==> config.mk <==
export PLATFORM = sky130hd
export DESIGN_NAME = queue_ctrl
export DESIGN_NICKNAME = d
export VERILOG_FILES = /design/src/rtl/queue_pkg.sv /design/src/rtl/queue_ptr.sv /design/src/rtl/queue_ctrl.sv
export SDC_FILE = /design/constraint.sdc
export NUM_CORES = 1
export LEC_CHECK = 0
export CELL_PAD_IN_SITES_DETAIL_PLACEMENT = 1
export CELL_PAD_IN_SITES_GLOBAL_PLACEMENT = 2
export CORE_AREA = 4 4 79 81
export CTS_BUF_LIST = sky130_fd_sc_hd__clkbuf_8
export DETAILED_ROUTE_END_ITERATION = 10
export DIE_AREA = 0 0 83 85
export GPL_TIMING_DRIVEN = 0
export PLACE_DENSITY_LB_ADDON = 0.1
export SLEW_MARGIN = 10
export SYNTH_ARGS = -nofsm -noshare
export SYNTH_HDL_FRONTEND = slang
export SYNTH_HIERARCHICAL = 1
export SYNTH_SLANG_ARGS = --single-unit
==> constraint.sdc <==
create_clock -name Clk -period 5.3 [get_ports Clk]
set_input_delay 1.06 -clock Clk [delete_from_list [all_inputs] [get_ports Clk]]
set_output_delay 1.06 -clock Clk [all_outputs]
set_load 0.02 [all_outputs]
==> src/rtl/queue_pkg.sv <==
// Shared types and default widths for the queue controller and its pointer sub-module.
package queue_pkg;

    localparam int DEF_WORD_W = 8;
    localparam int DEF_ADDR_W = 5;

    typedef enum logic [1:0] {
        IDLE    = 2'd0,
        WSETUP  = 2'd1,
        WSTROBE = 2'd2,
        READ    = 2'd3
    } state_t;

endpackage

==> src/rtl/queue_ptr.sv <==
// Wrapping RAM pointer; advances by one on inc and rolls over at 2**w naturally.
module queue_ptr
    import queue_pkg::*;
#(
    parameter int w = DEF_ADDR_W
) (
    input  logic         clk,
    input  logic         rst_n,
    input  logic         inc,
    output logic [w-1:0] ptr
);

    always_ff @(posedge clk or negedge rst_n) begin
        if (!rst_n) begin
            ptr <= '0;
        end else if (inc) begin
            ptr <= ptr + 1'b1;
        end
    end

endmodule

==> src/rtl/queue_ctrl.sv <==
// FIFO controller in front of a single-port async-read RAM; writes take a setup and a strobe cycle.
// Optional sticky misuse flag Err is built only when QUEUE_CTRL_ERR_EN is defined.
module queue_ctrl
    import queue_pkg::*;
#(
    parameter int bitPerWord  = DEF_WORD_W,
    parameter int bitOfColumn = DEF_ADDR_W
) (
    input  logic                   Clk,
    input  logic                   Reset_n,
    input  logic                   Push,
    input  logic [bitPerWord-1:0]  PushData,
    output logic                   PushReady,
    input  logic                   Pop,
    output logic                   PopReady,
    output logic [bitPerWord-1:0]  PopData,
    output logic                   PopValid,
    output logic                   Full,
    output logic                   Empty,
    output logic [bitOfColumn:0]   Count,
    output logic [bitOfColumn-1:0] RamAddr,
    output logic [bitPerWord-1:0]  RamDataIn,
    output logic                   RamRWS,
    output logic                   RamCS,
    input  logic [bitPerWord-1:0]  RamDataOut,
`ifdef QUEUE_CTRL_ERR_EN
    output logic                   Err,
`endif
    output state_t                 DbgState
);

    localparam logic [bitOfColumn:0] DEPTH = {1'b1, {bitOfColumn{1'b0}}};

    // Handshake: a request is taken on the rising edge where req & ready are both 1.
    state_t                 state, state_nxt;
    logic [bitPerWord-1:0]  wdata;
    logic [bitOfColumn-1:0] wptr, rptr;
    logic [bitOfColumn:0]   count;
    logic                   is_idle, push_acc, pop_acc, wr_done, rd_done;

    assign is_idle   = (state == IDLE);
    assign Full      = (count == DEPTH);
    assign Empty     = (count == '0);
    assign Count     = count;
    assign PopReady  = is_idle & ~Empty;
    assign pop_acc   = Pop & PopReady;
    assign PushReady = Reset_n & is_idle & ~Full & ~pop_acc;
    assign push_acc  = Push & PushReady;
    assign wr_done   = (state == WSTROBE);
    assign rd_done   = (state == READ);
    assign RamDataIn = wdata;
    assign DbgState  = state;

    queue_ptr #(.w(bitOfColumn)) u_wptr (
        .clk   (Clk),
        .rst_n (Reset_n),
        .inc   (wr_done),
        .ptr   (wptr)
    );

    queue_ptr #(.w(bitOfColumn)) u_rptr (
        .clk   (Clk),
        .rst_n (Reset_n),
        .inc   (rd_done),
        .ptr   (rptr)
    );

    always_ff @(posedge Clk or negedge Reset_n) begin
        if (!Reset_n) begin
            state <= IDLE;
        end else begin
            state <= state_nxt;
        end
    end

    // RAM strobes come straight from state so a reset drops them without waiting for a clock.
    always_comb begin
        state_nxt = state;
        RamCS     = 1'b0;
        RamRWS    = 1'b0;
        RamAddr   = '0;
        case (state)
            IDLE: begin
                if (pop_acc) begin
                    state_nxt = READ;
                end else if (push_acc) begin
                    state_nxt = WSETUP;
                end
            end
            WSETUP: begin
                RamCS     = 1'b1;
                RamAddr   = wptr;
                state_nxt = WSTROBE;
            end
            WSTROBE: begin
                RamCS     = 1'b1;
                RamRWS    = 1'b1;
                RamAddr   = wptr;
                state_nxt = IDLE;
            end
            READ: begin
                RamCS     = 1'b1;
                RamAddr   = rptr;
                state_nxt = IDLE;
            end
            default: state_nxt = IDLE;
        endcase
    end

    always_ff @(posedge Clk or negedge Reset_n) begin
        if (!Reset_n) begin
            wdata    <= '0;
            count    <= '0;
            PopData  <= '0;
            PopValid <= 1'b0;
        end else begin
            if (push_acc) begin
                wdata <= PushData;
            end
            if (wr_done) begin
                count <= count + 1'b1;
            end else if (rd_done) begin
                count <= count - 1'b1;
            end
            if (rd_done) begin
                PopData <= RamDataOut;
            end
            PopValid <= rd_done;
        end
    end

`ifdef QUEUE_CTRL_ERR_EN
    always_ff @(posedge Clk or negedge Reset_n) begin
        if (!Reset_n) begin
            Err <= 1'b0;
        end else if ((Push & Full) | (Pop & Empty)) begin
            Err <= 1'b1;
        end
    end
`endif

endmodule

### Power grid, run 1

Drawn at 6 px/um. Pins as bars on the die edge.
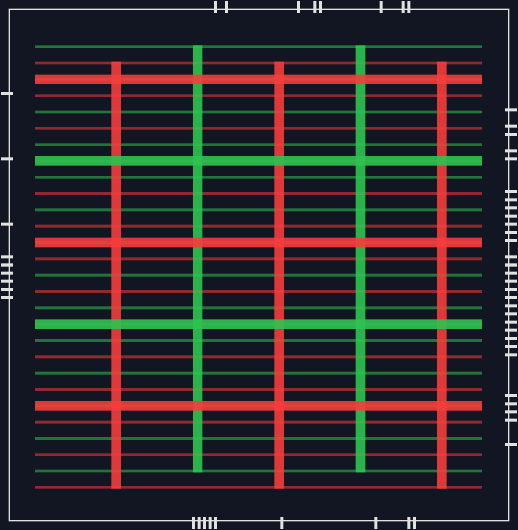
VDD: shown in green. VSS: shown in red.
5 straps on met5. 28 met1 rails follow the rows. 56 signal pins sit on the boundary. 5 straps on met4.
Placeable Area: 0.00547 sq mm
die height: 85 um
peak supply drop: 0.214 mV
Die Span X: 83 um

### Metal layers overlaid, run 1

Drawn at 6 px/um. Only two layers are drawn.
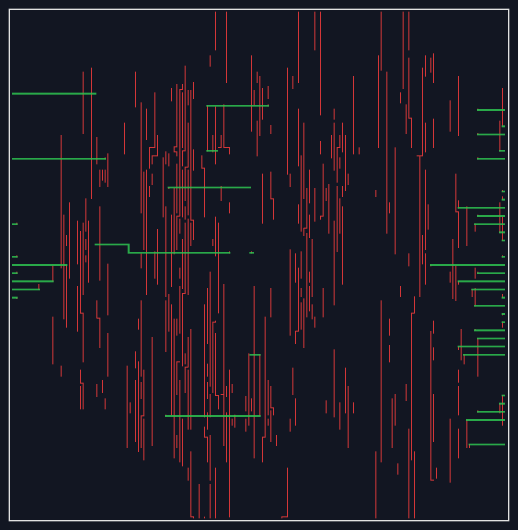
metal 2: shown in red, wire length 2,150 um. metal 3: shown in green, wire length 227 um.

### Congestion heat map, run 1

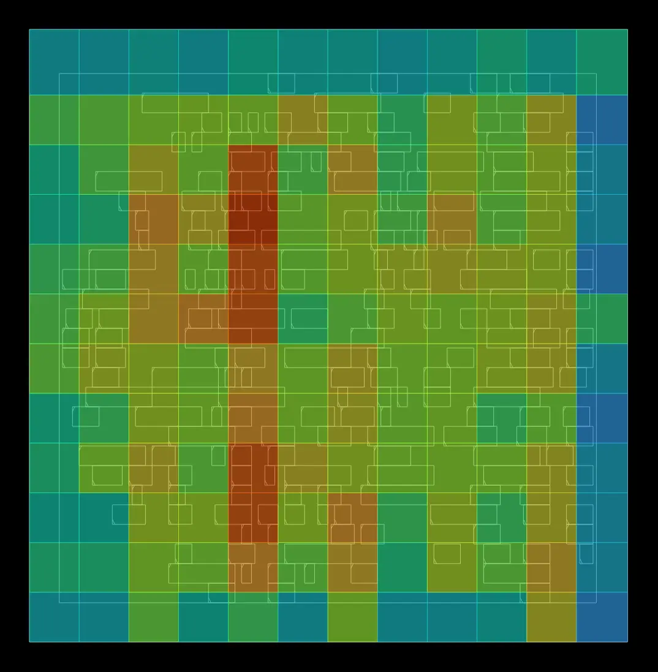
Core Util, Final: 0.464
met3 Use GR: 0.0408
GR Layer Usage met2: 0.230
gr usage total: 0.135

==> notes.md, run 1 <==
flow finished, numbers: drt wl/cell=15.7 um, Worst Setup SP=DbgState[0], Largest type area fraction=0.496, hold crit path type=flop to flop, Slew @ Worst Pin=0.515 ns, status=complete, no violations, nets@finish=238, Yosys top cell by area=dfrtp_1, drt first pass iters=4, DP HPWL=3.34 mm, # setup viols final=0, Site Rows=27, antenna-violating nets left=0, cell chain of the critical path=ha_1, clkbuf_1, clkbuf_1, a22oi_1, nor2_1, clkdlybuf4s50_1, number of remaining DRC errors=0, EDFF count, synth=0, Net Count, Synth=175, drt total wl=4.37 mm, layout cells sized above 1=0.159, Buf/Inv on CP=3, area delta synth->final=43.8%, period utilization=0.716, largest net degree at the start of global routing=28, initial DRC count=55, Via density=4.92, DP Worst Slack=1.74 ns, Yosys chip area=0.00177 sq mm, skew final=0.00433 ns, # H-tree levels=2, Num CTS Buffers=5, worst setup margin=1.51 ns, Vias=1,373, Critical Path Start Type=flop, Syn. warnings=6, r2r setup slk=2.49 ns, Design Area, Final=0.00254 sq mm, FF+latch count, synth=35, Post-Syn Instances=143, asr flop ratio synth=1.00, fin. max-slew vios=0, Setup crit end kind=output port, worst hold path cell count=1, Top FF cell, synth=dfrtp_1, I/O Pins=56, setup TNS=0 ns, Fmax achieved=264 MHz
-- run 1: flip-flops by register name (all words and copies together) (netlist names) --
name,flops
PopData,8
RamDataIn,8
Count,6
u_rptr/ptr,5
u_wptr/ptr,5
DbgState,2
PopValid,1
-- run 1: placed cells by master (no fill, tap or decap), drive strengths merged, types with 2 or more instances in the layout --
master,n
a21o,2
a21oi,3
a22oi,5
buf,3
clkbuf,9
clkdlybuf4s50,54
dfrtp,35
ha,11
inv,4
mux2,19
mux2i,2
nand2,8
nand3,4
nand4,4
nor2,8
nor3,3
o21a,2
o21ai,4
xnor2,8
xor2,5
-- run 1: Yosys cell counts, types with 2 or more instances --
master and instances:
o21a_1 2, a21o_1 2, nand3_1 4, nand2_1 8, nor3_1 3, ha_1 11, clkbuf_1 3, nor2_1 8
xor2_1 5, inv_1 4, mux2i_1 2, nand4_1 4, mux2_2 11, dfrtp_1 35, o21ai_0 4, mux2_4 8
a22oi_1 5, a21oi_1 3, xnor2_1 8
-- run 1: how the worst max path moves through the flow --
stage	slack [ns]	endpoint
after floorplan	2.35	PopReady
after global placement	0.48	PushReady
after detailed placement	1.74	PushReady
after CTS	1.46	RamAddr[2]
after global routing	1.30	RamAddr[3]
final	1.51	RamAddr[4]
-- run 1: metal layers --
metal	share of wire	up-vias	track usage	routed length, um
li1	-	637	-	-
met1	0.44	682	0.161	1940
met2	0.49	47	0.230	2150
met3	0.052	7	0.0408	226
met4	0.013	0	0.0535	59
met5	0	-	0	0
-- run 1: where the power goes --
part           switching, mW  internal (mW)
sequential             0.115          0.399
combinational          0.480          0.491
clock                 0.0983          0.152
total                  0.693           1.04
-- run 1: final cells by class --
cell class                      instances  area (sq um)  share of cell area
Buffer                                  4          22.5             0.00887
Clock buffer                            6          82.6              0.0325
Clock inverter                          2          35.0              0.0138
Inverter                                4          15.0             0.00591
Multi-Input combinational cell        100           852               0.336
Sequential cell                        35           876               0.345
Tap cell                               72          90.1              0.0355
Timing Repair Buffer                   56           566               0.223
-- run 1: logic make-up after synthesis --
kind of cell / share of synthesized area
fa+ha+maj: 0.0893
xor+xnor: 0.0645
mux: 0.150
buf+inv: 0.0213
simple gates: 0.0971
flops: 0.496
compound gates: 0.0822
-- run 1: metrics by stage --
| step | power, mW | utilization | hold slack, ns | instances |
|---|---|---|---|---|
| 6_report | 1.74 | 0.464 | 0.490 | 279 |
| 5_1_grt | 1.87 | 0.464 | 0.522 | 279 |
| 4_1_cts | 1.77 | 0.464 | 0.500 | 279 |
| 3_3_place_gp | 1.46 | 0.440 | 0.473 | 270 |
| 3_5_place_dp | 1.50 | 0.442 | 0.484 | 271 |
| 2_1_floorplan | 1.09 | - | 0.446 | 143 |
==> run 2, diff against run 1 <==
--- a/config.mk
+++ b/config.mk
@@ -7,10 +7,10 @@
 export LEC_CHECK = 0
 export CELL_PAD_IN_SITES_DETAIL_PLACEMENT = 1
 export CELL_PAD_IN_SITES_GLOBAL_PLACEMENT = 2
-export CORE_AREA = 4 4 79 81
+export CORE_AREA = 4 4 82 84
 export CTS_BUF_LIST = sky130_fd_sc_hd__clkbuf_8
 export DETAILED_ROUTE_END_ITERATION = 10
-export DIE_AREA = 0 0 83 85
+export DIE_AREA = 0 0 86 88
 export GPL_TIMING_DRIVEN = 0
 export PLACE_DENSITY_LB_ADDON = 0.1
 export SLEW_MARGIN = 10
==> constraint.sdc (replaced) <==
create_clock -name Clk -period 3.8 [get_ports Clk]
set_input_delay 0.76 -clock Clk [delete_from_list [all_inputs] [get_ports Clk]]
set_output_delay 0.76 -clock Clk [all_outputs]
set_load 0.02 [all_outputs]
### Congestion heat map, run 2

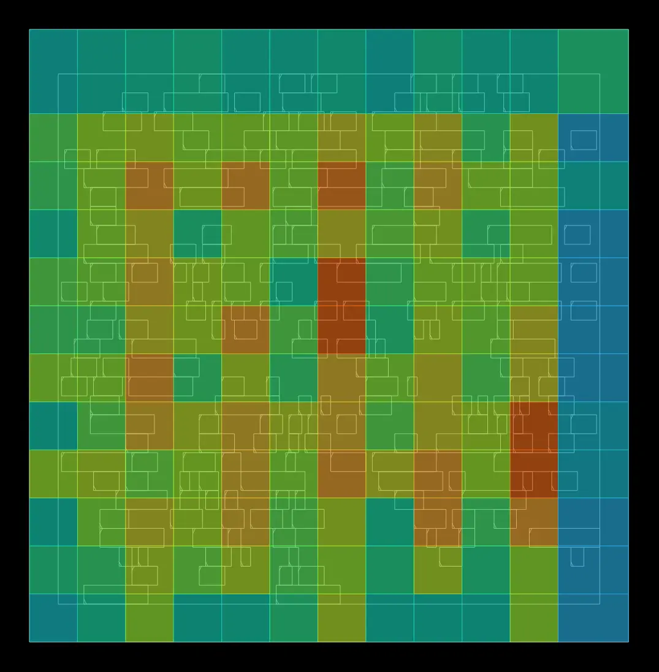
gr usage total: 0.127
GR Layer Usage met2: 0.204
drt wl/cell: 15.4 um
GR Util met1: 0.159

### Metal layers overlaid, run 2

Drawn at 6 px/um. Only two layers are drawn.
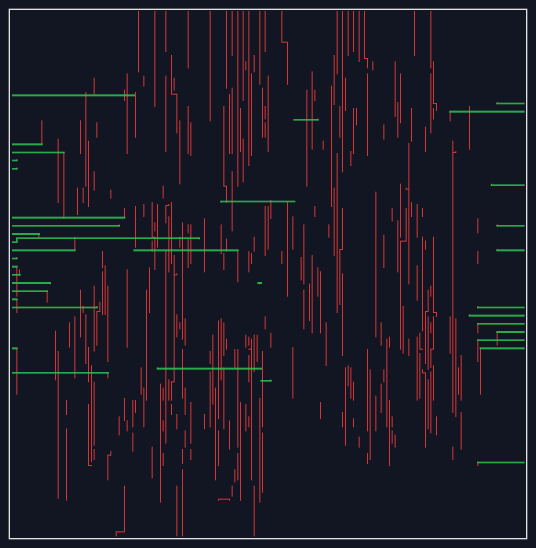
metal 2: shown in red, wire length 2,130 um. metal 3: shown in green, wire length 298 um.

==> run 2 against run 1 <==
  * Sequential cell count did not move
  * Clock power rose by 6%
  * Combinational power rose by 39%
  * Global-route usage fell by 0.86 points
  * Via count fell by 1.6%
  * Non-clock buffer count did not move
  * Final cell count rose by 1.1%
  * Highest routed layer unchanged
==> notes.md, run 2 <==
flow finished, numbers: XORs/XNORs by Area=0.0645, Num CTS Buffers=5, Compound Share, Synth=0.0822, Critical Path Start Type=flop, cell chain of the critical path=ha_1, clkbuf_1, clkbuf_1, a22oi_1, nor2_1, clkdlybuf4s50_1, Yosys chip area=0.00177 sq mm, Vias=1,351, FF+latch count, synth=35, Top Layout Cells=clkdlybuf4s50_1, dfrtp_1, mux2_2, ha_1, most frequent logic cell in the layout=clkdlybuf4s50_1, drt first pass iters=4, Via density=4.79, Buf/Inv on CP=3, Post-Syn Instances=143, worst setup margin=0.315 ns, Site Rows=28, Top FF cell, synth=dfrtp_1, count leader, synth=dfrtp_1, Syn. warnings=6, Yosys top cell by area=dfrtp_1, EDFF count, synth=0, Fmax achieved=287 MHz, asr flop ratio synth=1.00, peak supply drop=0.428 mV, Hold Slack=0.430 ns, period utilization=0.917, Synth logic family=multiplexers, drt total wl=4.34 mm, nets@finish=238, Power Density=926 mW/mm^2, initial DRC count=31, max incr delay on CP=0.61 ns, area delta synth->final=42.8%, Slew headroom=0.643, Largest type area fraction=0.496, most common library cells after synthesis=dfrtp_1, ha_1, mux2_2, Net Count, Synth=175, Adder Share, Synth=0.0893, status=complete, no violations, layout cells sized above 1=0.159, antenna-violating nets left=0, ranking of synthesized cells by area=dfrtp_1, ha_1, mux2_2, Die Span X=86 um, DP Worst Slack=0.587 ns, Slew @ Worst Pin=0.533 ns, Placeable Area=0.00592 sq mm, die height=88 um, MUX share of area=0.150, CP Max Fanout=10, # setup viols final=0, fin. max-slew vios=0, largest net degree at the start of global routing=22, Setup crit end kind=output port, Power, Total=2.34 mW, Core Util, Final=0.426, number of remaining DRC errors=0, yosys simple share=0.0971, skew final=0.00548 ns, I/O Pins=56, setup TNS=0 ns, hold crit path type=input port to async pin, # H-tree levels=2, DP HPWL=3.41 mm
run 2: cell counts after synthesis:
Identical to the previous run, type by type.
run 2: layout make-up:
cell class,count,area [sq um]
Fill cell,652,3400
Sequential cell,35,876
Multi-Input combinational cell,100,852
Timing Repair Buffer,56,573
Tap cell,75,93.8
Clock buffer,5,68.8
Buffer,4,22.5
Clock inverter,3,20.0
Inverter,4,15.0
run 2: through the flow:
| step | cells | area, sq um |
|---|---|---|
| finish | 282 | 2520 |
| global route | 282 | 2520 |
| global placement | 273 | 2410 |
| detailed placement | 274 | 2430 |
| CTS | 282 | 2520 |
| floorplan | 143 | 1770 |
run 2: final timing paths:
check / start / endpoint / slack, ns / cells past startpoint
setup reg to reg: DbgState[0] / Count[5] / 1.08 / 8
max in group asynchronous: Reset_n / PopData[3] / 2.90 / 2
min in group Clk: u_rptr/ptr[4] / u_rptr/ptr[4] / 0.49 / 1
setup / recovery: DbgState[1] / RamAddr[4] / 0.32 / 6
hold reg to reg: u_rptr/ptr[4] / u_rptr/ptr[4] / 0.49 / 1
hold / removal: Reset_n / u_wptr/ptr[2] / 0.43 / 1
run 2: power by group:
| group | total, mW | internal [mW] | switching [mW] |
|---|---|---|---|
| clock | 0.265 | 0.127 | 0.138 |
| combinational | 1.35 | 0.685 | 0.669 |
| sequential | 0.716 | 0.557 | 0.159 |
run 2: cells by family (layout without fill, tap and decap cells):
group | count (synthesis) | count (layout)
AOI/OAI and AO/OA | 21 | 21
and+or+nand+nor | 33 | 33
adders and majority gates | 12 | 12
muxes | 21 | 21
DFF | 35 | 35
buffers and inverters | 8 | 72
xor gates and xnor gates | 13 | 13
run 2: layer usage:
| layer | vias to the layer above | GRT usage | part of all wire |
|---|---|---|---|
| met5 | - | 0 | 0 |
| met1 | 671 | 0.159 | 0.42 |
| met2 | 36 | 0.204 | 0.49 |
| li1 | 636 | - | - |
| met4 | 0 | 0.0475 | 0.016 |
| met3 | 8 | 0.0423 | 0.068 |
Power figures rest on the tool's default switching activity, not on a simulated workload.
